<file path="config.mk">
export PLATFORM = sky130hd
export DESIGN_NAME = mc_controller_flat
export DESIGN_NICKNAME = d
export VERILOG_FILES = /design/src/rtl/mc_pkg.sv /design/src/rtl/mc_controller_if.sv /design/src/rtl/mc_outdecode.sv /design/src/rtl/mc_controller.sv /design/src/flat_wrapper.sv
export SDC_FILE = /design/constraint.sdc
export NUM_CORES = 1
export LEC_CHECK = 0
export CELL_PAD_IN_SITES_DETAIL_PLACEMENT = 1
export CELL_PAD_IN_SITES_GLOBAL_PLACEMENT = 1
export CORE_MARGIN = 2
export CORE_UTILIZATION = 31
export DETAILED_ROUTE_END_ITERATION = 10
export PLACE_DENSITY = 0.84
export RECOVER_POWER = 100
export SYNTH_ARGS = -nofsm -noshare
export SYNTH_HDL_FRONTEND = slang
export SYNTH_SLANG_ARGS = --single-unit
export TNS_END_PERCENT = 30
</file>
<file path="constraint.sdc">
create_clock -name clk -period 3.6 [get_ports clk]
set_input_delay 0.72 -clock clk [delete_from_list [all_inputs] [get_ports clk]]
set_output_delay 0.72 -clock clk [all_outputs]
set_load 0.1 [all_outputs]
</file>
<file path="src/rtl/mc_pkg.sv">
// Shared encodings for the multicycle controller and the datapath.
//   - opcode values (IR[31:26])
//   - controller state enum
//   - ALUOp / PCSrc / ALUSrcB / regdst / memtoreg select encodings
//   - ctrl_t: the packed control vector produced per state
package mc_pkg;

    localparam int unsigned OPCODE_W = 6;
    localparam int unsigned SEL_W    = 2;
    localparam int unsigned STATE_W  = 4;

    localparam logic [OPCODE_W-1:0] OP_RTYPE = 6'b000000;
    localparam logic [OPCODE_W-1:0] OP_LW    = 6'b100011;
    localparam logic [OPCODE_W-1:0] OP_SW    = 6'b101011;
    localparam logic [OPCODE_W-1:0] OP_BEQ   = 6'b000100;
    localparam logic [OPCODE_W-1:0] OP_BNE   = 6'b000101;
    localparam logic [OPCODE_W-1:0] OP_J     = 6'b000010;
    localparam logic [OPCODE_W-1:0] OP_JAL   = 6'b000011;
    localparam logic [OPCODE_W-1:0] OP_ADDI  = 6'b001000;
    localparam logic [OPCODE_W-1:0] OP_SLTI  = 6'b001010;

    localparam logic [SEL_W-1:0] ALUOP_ADD   = 2'b00;
    localparam logic [SEL_W-1:0] ALUOP_SUB   = 2'b01;
    localparam logic [SEL_W-1:0] ALUOP_FUNCT = 2'b10;
    localparam logic [SEL_W-1:0] ALUOP_SLT   = 2'b11;

    localparam logic [SEL_W-1:0] PCSRC_ALURES = 2'b00;
    localparam logic [SEL_W-1:0] PCSRC_JUMP   = 2'b01;
    localparam logic [SEL_W-1:0] PCSRC_ALUOUT = 2'b10;

    localparam logic [SEL_W-1:0] SRCB_B     = 2'b00;
    localparam logic [SEL_W-1:0] SRCB_FOUR  = 2'b01;
    localparam logic [SEL_W-1:0] SRCB_IMM   = 2'b10;
    localparam logic [SEL_W-1:0] SRCB_IMMSH = 2'b11;

    localparam logic [SEL_W-1:0] REGDST_RT  = 2'b00;
    localparam logic [SEL_W-1:0] REGDST_RD  = 2'b01;
    localparam logic [SEL_W-1:0] REGDST_R31 = 2'b10;

    localparam logic [SEL_W-1:0] M2R_ALUOUT = 2'b00;
    localparam logic [SEL_W-1:0] M2R_MDR    = 2'b01;
    localparam logic [SEL_W-1:0] M2R_PC     = 2'b10;

    // Encoding 4'hF is left unused; it decodes to all-zero and returns to FETCH.
    typedef enum logic [STATE_W-1:0] {
        S_FETCH   = 4'd0,
        S_DECODE  = 4'd1,
        S_MEMADR  = 4'd2,
        S_MEMRD   = 4'd3,
        S_MEMWB   = 4'd4,
        S_MEMWR   = 4'd5,
        S_RTEXE   = 4'd6,
        S_RTWB    = 4'd7,
        S_ADDIEXE = 4'd8,
        S_SLTIEXE = 4'd9,
        S_IWB     = 4'd10,
        S_BEQ     = 4'd11,
        S_BNE     = 4'd12,
        S_JUMP    = 4'd13,
        S_JAL     = 4'd14
    } state_e;

    typedef struct packed {
        logic             ALUSrcA;
        logic             memread;
        logic             memwrite;
        logic             regwrite;
        logic             IorD;
        logic             IRWrite;
        logic             PCWrite;
        logic             PCWriteCondbeq;
        logic             PCWriteCondbne;
        logic [SEL_W-1:0] PCSrc;
        logic [SEL_W-1:0] ALUSrcB;
        logic [SEL_W-1:0] ALUOp;
        logic [SEL_W-1:0] regdst;
        logic [SEL_W-1:0] memtoreg;
        logic             instr_done;
    } ctrl_t;

    // True for every opcode the controller has an execution path for.
    function automatic logic is_legal(input logic [OPCODE_W-1:0] op);
        case (op)
            OP_RTYPE, OP_LW, OP_SW, OP_BEQ, OP_BNE,
            OP_J, OP_JAL, OP_ADDI, OP_SLTI: is_legal = 1'b1;
            default:                        is_legal = 1'b0;
        endcase
    endfunction

endpackage

</file>
<file path="src/rtl/mc_controller_if.sv">
// Controller <-> datapath bundle.
//   opcode : IR[31:26] from datapath
//   all remaining signals : datapath control inputs driven by the controller
//   master modport = controller, slave modport = datapath
interface mc_controller_if;
    import mc_pkg::*;

    logic [OPCODE_W-1:0] opcode;
    logic                ALUSrcA;
    logic                memread;
    logic                memwrite;
    logic                regwrite;
    logic                IorD;
    logic                IRWrite;
    logic                PCWrite;
    logic                PCWriteCondbeq;
    logic                PCWriteCondbne;
    logic [SEL_W-1:0]    PCSrc;
    logic [SEL_W-1:0]    ALUSrcB;
    logic [SEL_W-1:0]    ALUOp;
    logic [SEL_W-1:0]    regdst;
    logic [SEL_W-1:0]    memtoreg;
    logic                instr_done;
    logic                illegal;

    modport master (
        input  opcode,
        output ALUSrcA, memread, memwrite, regwrite, IorD, IRWrite, PCWrite,
               PCWriteCondbeq, PCWriteCondbne, PCSrc, ALUSrcB, ALUOp,
               regdst, memtoreg, instr_done, illegal
    );

    modport slave (
        output opcode,
        input  ALUSrcA, memread, memwrite, regwrite, IorD, IRWrite, PCWrite,
               PCWriteCondbeq, PCWriteCondbne, PCSrc, ALUSrcB, ALUOp,
               regdst, memtoreg, instr_done, illegal
    );

endinterface

</file>
<file path="src/rtl/mc_outdecode.sv">
// Combinational state -> control-vector decode (Moore outputs).
//   state_i : current controller state
//   ctrl_o  : datapath control vector for that state
module mc_outdecode
    import mc_pkg::*;
(
    input  state_e state_i,
    output ctrl_t  ctrl_o
);

    always_comb begin
        ctrl_o = '0;
        case (state_i)
            S_FETCH: begin
                ctrl_o.memread = 1'b1;
                ctrl_o.IRWrite = 1'b1;
                ctrl_o.PCWrite = 1'b1;
                ctrl_o.ALUSrcB = SRCB_FOUR;
            end
            // Branch target precomputed into ALUOut while the opcode decodes.
            S_DECODE: ctrl_o.ALUSrcB = SRCB_IMMSH;
            S_MEMADR, S_ADDIEXE: begin
                ctrl_o.ALUSrcA = 1'b1;
                ctrl_o.ALUSrcB = SRCB_IMM;
                ctrl_o.ALUOp   = ALUOP_ADD;
            end
            S_MEMRD: begin
                ctrl_o.memread = 1'b1;
                ctrl_o.IorD    = 1'b1;
            end
            S_MEMWB: begin
                ctrl_o.regwrite   = 1'b1;
                ctrl_o.memtoreg   = M2R_MDR;
                ctrl_o.regdst     = REGDST_RT;
                ctrl_o.instr_done = 1'b1;
            end
            S_MEMWR: begin
                ctrl_o.memwrite   = 1'b1;
                ctrl_o.IorD       = 1'b1;
                ctrl_o.instr_done = 1'b1;
            end
            S_RTEXE: begin
                ctrl_o.ALUSrcA = 1'b1;
                ctrl_o.ALUSrcB = SRCB_B;
                ctrl_o.ALUOp   = ALUOP_FUNCT;
            end
            S_RTWB: begin
                ctrl_o.regwrite   = 1'b1;
                ctrl_o.regdst     = REGDST_RD;
                ctrl_o.memtoreg   = M2R_ALUOUT;
                ctrl_o.instr_done = 1'b1;
            end
            S_SLTIEXE: begin
                ctrl_o.ALUSrcA = 1'b1;
                ctrl_o.ALUSrcB = SRCB_IMM;
                ctrl_o.ALUOp   = ALUOP_SLT;
            end
            S_IWB: begin
                ctrl_o.regwrite   = 1'b1;
                ctrl_o.regdst     = REGDST_RT;
                ctrl_o.memtoreg   = M2R_ALUOUT;
                ctrl_o.instr_done = 1'b1;
            end
            S_BEQ: begin
                ctrl_o.ALUSrcA        = 1'b1;
                ctrl_o.ALUSrcB        = SRCB_B;
                ctrl_o.ALUOp          = ALUOP_SUB;
                ctrl_o.PCWriteCondbeq = 1'b1;
                ctrl_o.PCSrc          = PCSRC_ALUOUT;
                ctrl_o.instr_done     = 1'b1;
            end
            S_BNE: begin
                ctrl_o.ALUSrcA        = 1'b1;
                ctrl_o.ALUSrcB        = SRCB_B;
                ctrl_o.ALUOp          = ALUOP_SUB;
                ctrl_o.PCWriteCondbne = 1'b1;
                ctrl_o.PCSrc          = PCSRC_ALUOUT;
                ctrl_o.instr_done     = 1'b1;
            end
            S_JUMP: begin
                ctrl_o.PCWrite    = 1'b1;
                ctrl_o.PCSrc      = PCSRC_JUMP;
                ctrl_o.instr_done = 1'b1;
            end
            // r31 gets the already-incremented PC, sampled before this edge.
            S_JAL: begin
                ctrl_o.PCWrite    = 1'b1;
                ctrl_o.PCSrc      = PCSRC_JUMP;
                ctrl_o.regwrite   = 1'b1;
                ctrl_o.regdst     = REGDST_R31;
                ctrl_o.memtoreg   = M2R_PC;
                ctrl_o.instr_done = 1'b1;
            end
            default: ctrl_o = '0;
        endcase
    end

endmodule

</file>
<file path="src/rtl/mc_controller.sv">
// Multicycle MIPS-subset control unit.
//   clk : rising-edge clock
//   rst : synchronous active-high reset; forces all controls to 0 while high
//   bus : master side of mc_controller_if (opcode in, datapath controls out)
module mc_controller
    import mc_pkg::*;
(
    input  logic             clk,
    input  logic             rst,
    mc_controller_if.master  bus
);

    state_e state_q;
    state_e state_d;
    ctrl_t  ctrl_c;
    logic   illegal_c;

    // State register.
    always_ff @(posedge clk) begin
        if (rst) begin
            state_q <= S_FETCH;
        end else begin
            state_q <= state_d;
        end
    end

    // Next-state logic; opcode only matters in DECODE and MEMADR.
    always_comb begin
        state_d   = S_FETCH;
        illegal_c = 1'b0;
        case (state_q)
            S_FETCH: state_d = S_DECODE;
            S_DECODE: begin
                case (bus.opcode)
                    OP_LW, OP_SW: state_d = S_MEMADR;
                    OP_RTYPE:     state_d = S_RTEXE;
                    OP_BEQ:       state_d = S_BEQ;
                    OP_BNE:       state_d = S_BNE;
                    OP_J:         state_d = S_JUMP;
                    OP_JAL:       state_d = S_JAL;
                    OP_ADDI:      state_d = S_ADDIEXE;
                    OP_SLTI:      state_d = S_SLTIEXE;
                    default: begin
                        state_d   = S_FETCH;
                        illegal_c = 1'b1;
                    end
                endcase
            end
            S_MEMADR: begin
                if (bus.opcode == OP_LW) begin
                    state_d = S_MEMRD;
                end else if (bus.opcode == OP_SW) begin
                    state_d = S_MEMWR;
                end else begin
                    state_d = S_FETCH;
                end
            end
            S_MEMRD:   state_d = S_MEMWB;
            S_RTEXE:   state_d = S_RTWB;
            S_ADDIEXE: state_d = S_IWB;
            S_SLTIEXE: state_d = S_IWB;
            default:   state_d = S_FETCH;
        endcase
    end

    mc_outdecode u_outdecode (
        .state_i (state_q),
        .ctrl_o  (ctrl_c)
    );

    // Output gating: reset blanks every enable so nothing is written.
    always_comb begin
        bus.ALUSrcA        = 1'b0;
        bus.memread        = 1'b0;
        bus.memwrite       = 1'b0;
        bus.regwrite       = 1'b0;
        bus.IorD           = 1'b0;
        bus.IRWrite        = 1'b0;
        bus.PCWrite        = 1'b0;
        bus.PCWriteCondbeq = 1'b0;
        bus.PCWriteCondbne = 1'b0;
        bus.PCSrc          = '0;
        bus.ALUSrcB        = '0;
        bus.ALUOp          = '0;
        bus.regdst         = '0;
        bus.memtoreg       = '0;
        bus.instr_done     = 1'b0;
        bus.illegal        = 1'b0;
        if (!rst) begin
            bus.ALUSrcA        = ctrl_c.ALUSrcA;
            bus.memread        = ctrl_c.memread;
            bus.memwrite       = ctrl_c.memwrite;
            bus.regwrite       = ctrl_c.regwrite;
            bus.IorD           = ctrl_c.IorD;
            bus.IRWrite        = ctrl_c.IRWrite;
            bus.PCWrite        = ctrl_c.PCWrite;
            bus.PCWriteCondbeq = ctrl_c.PCWriteCondbeq;
            bus.PCWriteCondbne = ctrl_c.PCWriteCondbne;
            bus.PCSrc          = ctrl_c.PCSrc;
            bus.ALUSrcB        = ctrl_c.ALUSrcB;
            bus.ALUOp          = ctrl_c.ALUOp;
            bus.regdst         = ctrl_c.regdst;
            bus.memtoreg       = ctrl_c.memtoreg;
            bus.instr_done     = ctrl_c.instr_done | illegal_c;
            bus.illegal        = illegal_c;
        end
    end

endmodule
</file>
<file path="src/flat_wrapper.sv">
// flat-port wrapper written by rule: the top's interface ports become plain ports
module mc_controller_flat import mc_pkg::*;
  (clk, rst, bus_opcode, bus_ALUSrcA, bus_memread, bus_memwrite, bus_regwrite, bus_IorD, bus_IRWrite, bus_PCWrite, bus_PCWriteCondbeq, bus_PCWriteCondbne, bus_PCSrc, bus_ALUSrcB, bus_ALUOp, bus_regdst, bus_memtoreg, bus_instr_done, bus_illegal);
  mc_controller_if bus_i ();
  input  logic clk;
  input  logic rst;
  input wire logic [$bits(bus_i.opcode)-1:0] bus_opcode;
  output wire logic [$bits(bus_i.ALUSrcA)-1:0] bus_ALUSrcA;
  output wire logic [$bits(bus_i.memread)-1:0] bus_memread;
  output wire logic [$bits(bus_i.memwrite)-1:0] bus_memwrite;
  output wire logic [$bits(bus_i.regwrite)-1:0] bus_regwrite;
  output wire logic [$bits(bus_i.IorD)-1:0] bus_IorD;
  output wire logic [$bits(bus_i.IRWrite)-1:0] bus_IRWrite;
  output wire logic [$bits(bus_i.PCWrite)-1:0] bus_PCWrite;
  output wire logic [$bits(bus_i.PCWriteCondbeq)-1:0] bus_PCWriteCondbeq;
  output wire logic [$bits(bus_i.PCWriteCondbne)-1:0] bus_PCWriteCondbne;
  output wire logic [$bits(bus_i.PCSrc)-1:0] bus_PCSrc;
  output wire logic [$bits(bus_i.ALUSrcB)-1:0] bus_ALUSrcB;
  output wire logic [$bits(bus_i.ALUOp)-1:0] bus_ALUOp;
  output wire logic [$bits(bus_i.regdst)-1:0] bus_regdst;
  output wire logic [$bits(bus_i.memtoreg)-1:0] bus_memtoreg;
  output wire logic [$bits(bus_i.instr_done)-1:0] bus_instr_done;
  output wire logic [$bits(bus_i.illegal)-1:0] bus_illegal;
  assign bus_i.opcode = bus_opcode;
  assign bus_ALUSrcA = bus_i.ALUSrcA;
  assign bus_memread = bus_i.memread;
  assign bus_memwrite = bus_i.memwrite;
  assign bus_regwrite = bus_i.regwrite;
  assign bus_IorD = bus_i.IorD;
  assign bus_IRWrite = bus_i.IRWrite;
  assign bus_PCWrite = bus_i.PCWrite;
  assign bus_PCWriteCondbeq = bus_i.PCWriteCondbeq;
  assign bus_PCWriteCondbne = bus_i.PCWriteCondbne;
  assign bus_PCSrc = bus_i.PCSrc;
  assign bus_ALUSrcB = bus_i.ALUSrcB;
  assign bus_ALUOp = bus_i.ALUOp;
  assign bus_regdst = bus_i.regdst;
  assign bus_memtoreg = bus_i.memtoreg;
  assign bus_instr_done = bus_i.instr_done;
  assign bus_illegal = bus_i.illegal;
  mc_controller u_core (.clk(clk), .rst(rst), .bus(bus_i));
endmodule
</file>
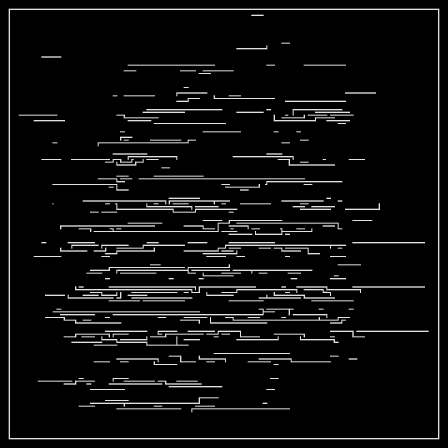
(images/layer_met1.png)
longest straight run	20.2 um
nets with wire on the layer	121
total via count after detailed routing: 842
met1 global-route usage: 0.260

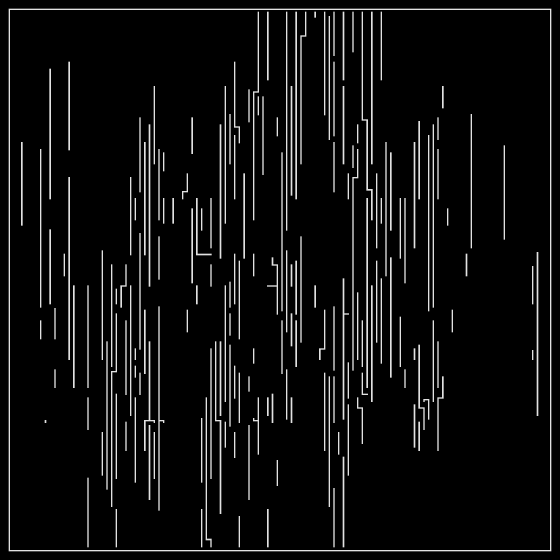
(images/layer_met2.png)
wire length on this layer	1220 um
nets with wire on the layer	121
Routed WL: 2.30 mm
met2 track demand over resource: 0.315

==> notes.org <==
* Implementation run

** Yosys
- The biggest area contributor in the post-synthesis netlist is dfxtp_1.
- The synthesis report lists the Yosys warning total as 0.
- Yosys reported a register bit count of 4.
- Yosys cell count :: 104
- In this run, the synthesized area fraction spent on xor and xnor cells is recorded as 0.0480.
- Mux cell area share :: 0.0137
- In this run the mean area of a mapped cell was 7.01 um2.
- Post-synth top flop :: dfxtp_1
- Distinct cell type count of the synthesized netlist :: 39
- Synthesized instance count :: 104
- The synthesized netlist occupies a cell area of 729 um2.

** Clocking
- Clk slew on worst S/H paths :: 0.04 ns
- Post-CTS sizing :: 0
- Post CTS Setup Buffer Count :: 0
- Buffers inserted during clock tree synthesis total 3.
- The clock tree has to reach 4 sinks.
- Hold buffers post-CTS :: 0
- CTS built an H-tree with a depth of 1.

** Global routing
- Antenna violations before repair :: 0
- The global router reports that the layer with the highest usage is met2.
- The first global-routing pass estimated 4.02 mm of wire.
- The via count of the first global-routing pass came to around 850.

** Pwr
- Sequential cells consume a total of 0.0000582 W.
- Comb group :: around 0.00014 W
- Cell Int Power :: 0.000125 W
- The power report attributes to the combinational group a share of 0.562.
- The clock network consumes a total of 0.0000532 W.
- Maximum vdd drop :: approximately 0.17 mV
- Power per Cell Area :: 262 nW/um2

** Detailed routing
- The routed design uses between 20 and 25 um of met3 wire.
- Met1 layer wirelength in the final routing :: 1.05 mm
- The first detailed-routing pass took 4 iterations.
- In this run the top signal layer used is met3.

** Placement
- Number of buffer cells added on primary ports :: 28
- Post-detailed-placement half-perimeter wirelength :: 1.79 mm
- Routability Congestion :: roughly 0.80

** Critical path
- According to the timing report, the critical path is captured at bus_IRWrite.
- The script reports the combined buffer and inverter count of the critical path as 2.
- Critical path's largest stage delay :: roughly 0.89 ns
- Count of cell instances traversed by the critical path :: 4
- STA classifies the critical path endpoint as an output port.
- According to the timing report, the data required time at the worst endpoint equals 2.88 ns.
- Among all stages on the critical path, the largest delay is contributed by clkbuf_1.
- The report puts the cell count of the worst reg-to-reg path at 4.
- The critical path is of the in2out type.

** STA
- Final clock period utilization by the worst path :: 0.919
- Worst Clk Skew :: 0.00309 ns
- Looking at the max-slew report, the worst-margin pin has a slew of 1.20 ns.
- Max Clock Freq :: 302 MHz
- Number of max-slew violations in the final report :: 0
- Hold timing on the final database bottoms out at a slack of slightly above 0.8 ns.
- Fin. Hold Viols :: 0
- TNS Setup :: 0 ns

** Finish
- The area growth from synthesis to layout is 33.3%.
- Measured on the final layout, buffering overhead outside the clock network stands at 0.297.
- Count of placed standard cells in the final layout, fillers left out :: 153
- The layout has 307 filler cells.
- Non-clock buffer count in the final layout :: 30
- Non-clock inverters :: 3
- The final antenna diode tally reported by the flow is 0.
- After routing the design area is 972 um2.
- Max reg flops :: 4
- Of all the cell area in the finished design, the clock network holds 0.0232.
- The largest register by flop count is u_core.state_q.
- By area, the class that comes first in the final layout consists of multi-input combinational cells.

** Floorplanning
- Tapcell Cnt :: 28

** Run status
- Outcome :: completed

** Min path
- Checking hold timing, the worst path is listed with class reg2reg.
- The worst hold path begins at u_core.state_q[3].
No activity file was given, so power comes from the tool's default toggle rates.
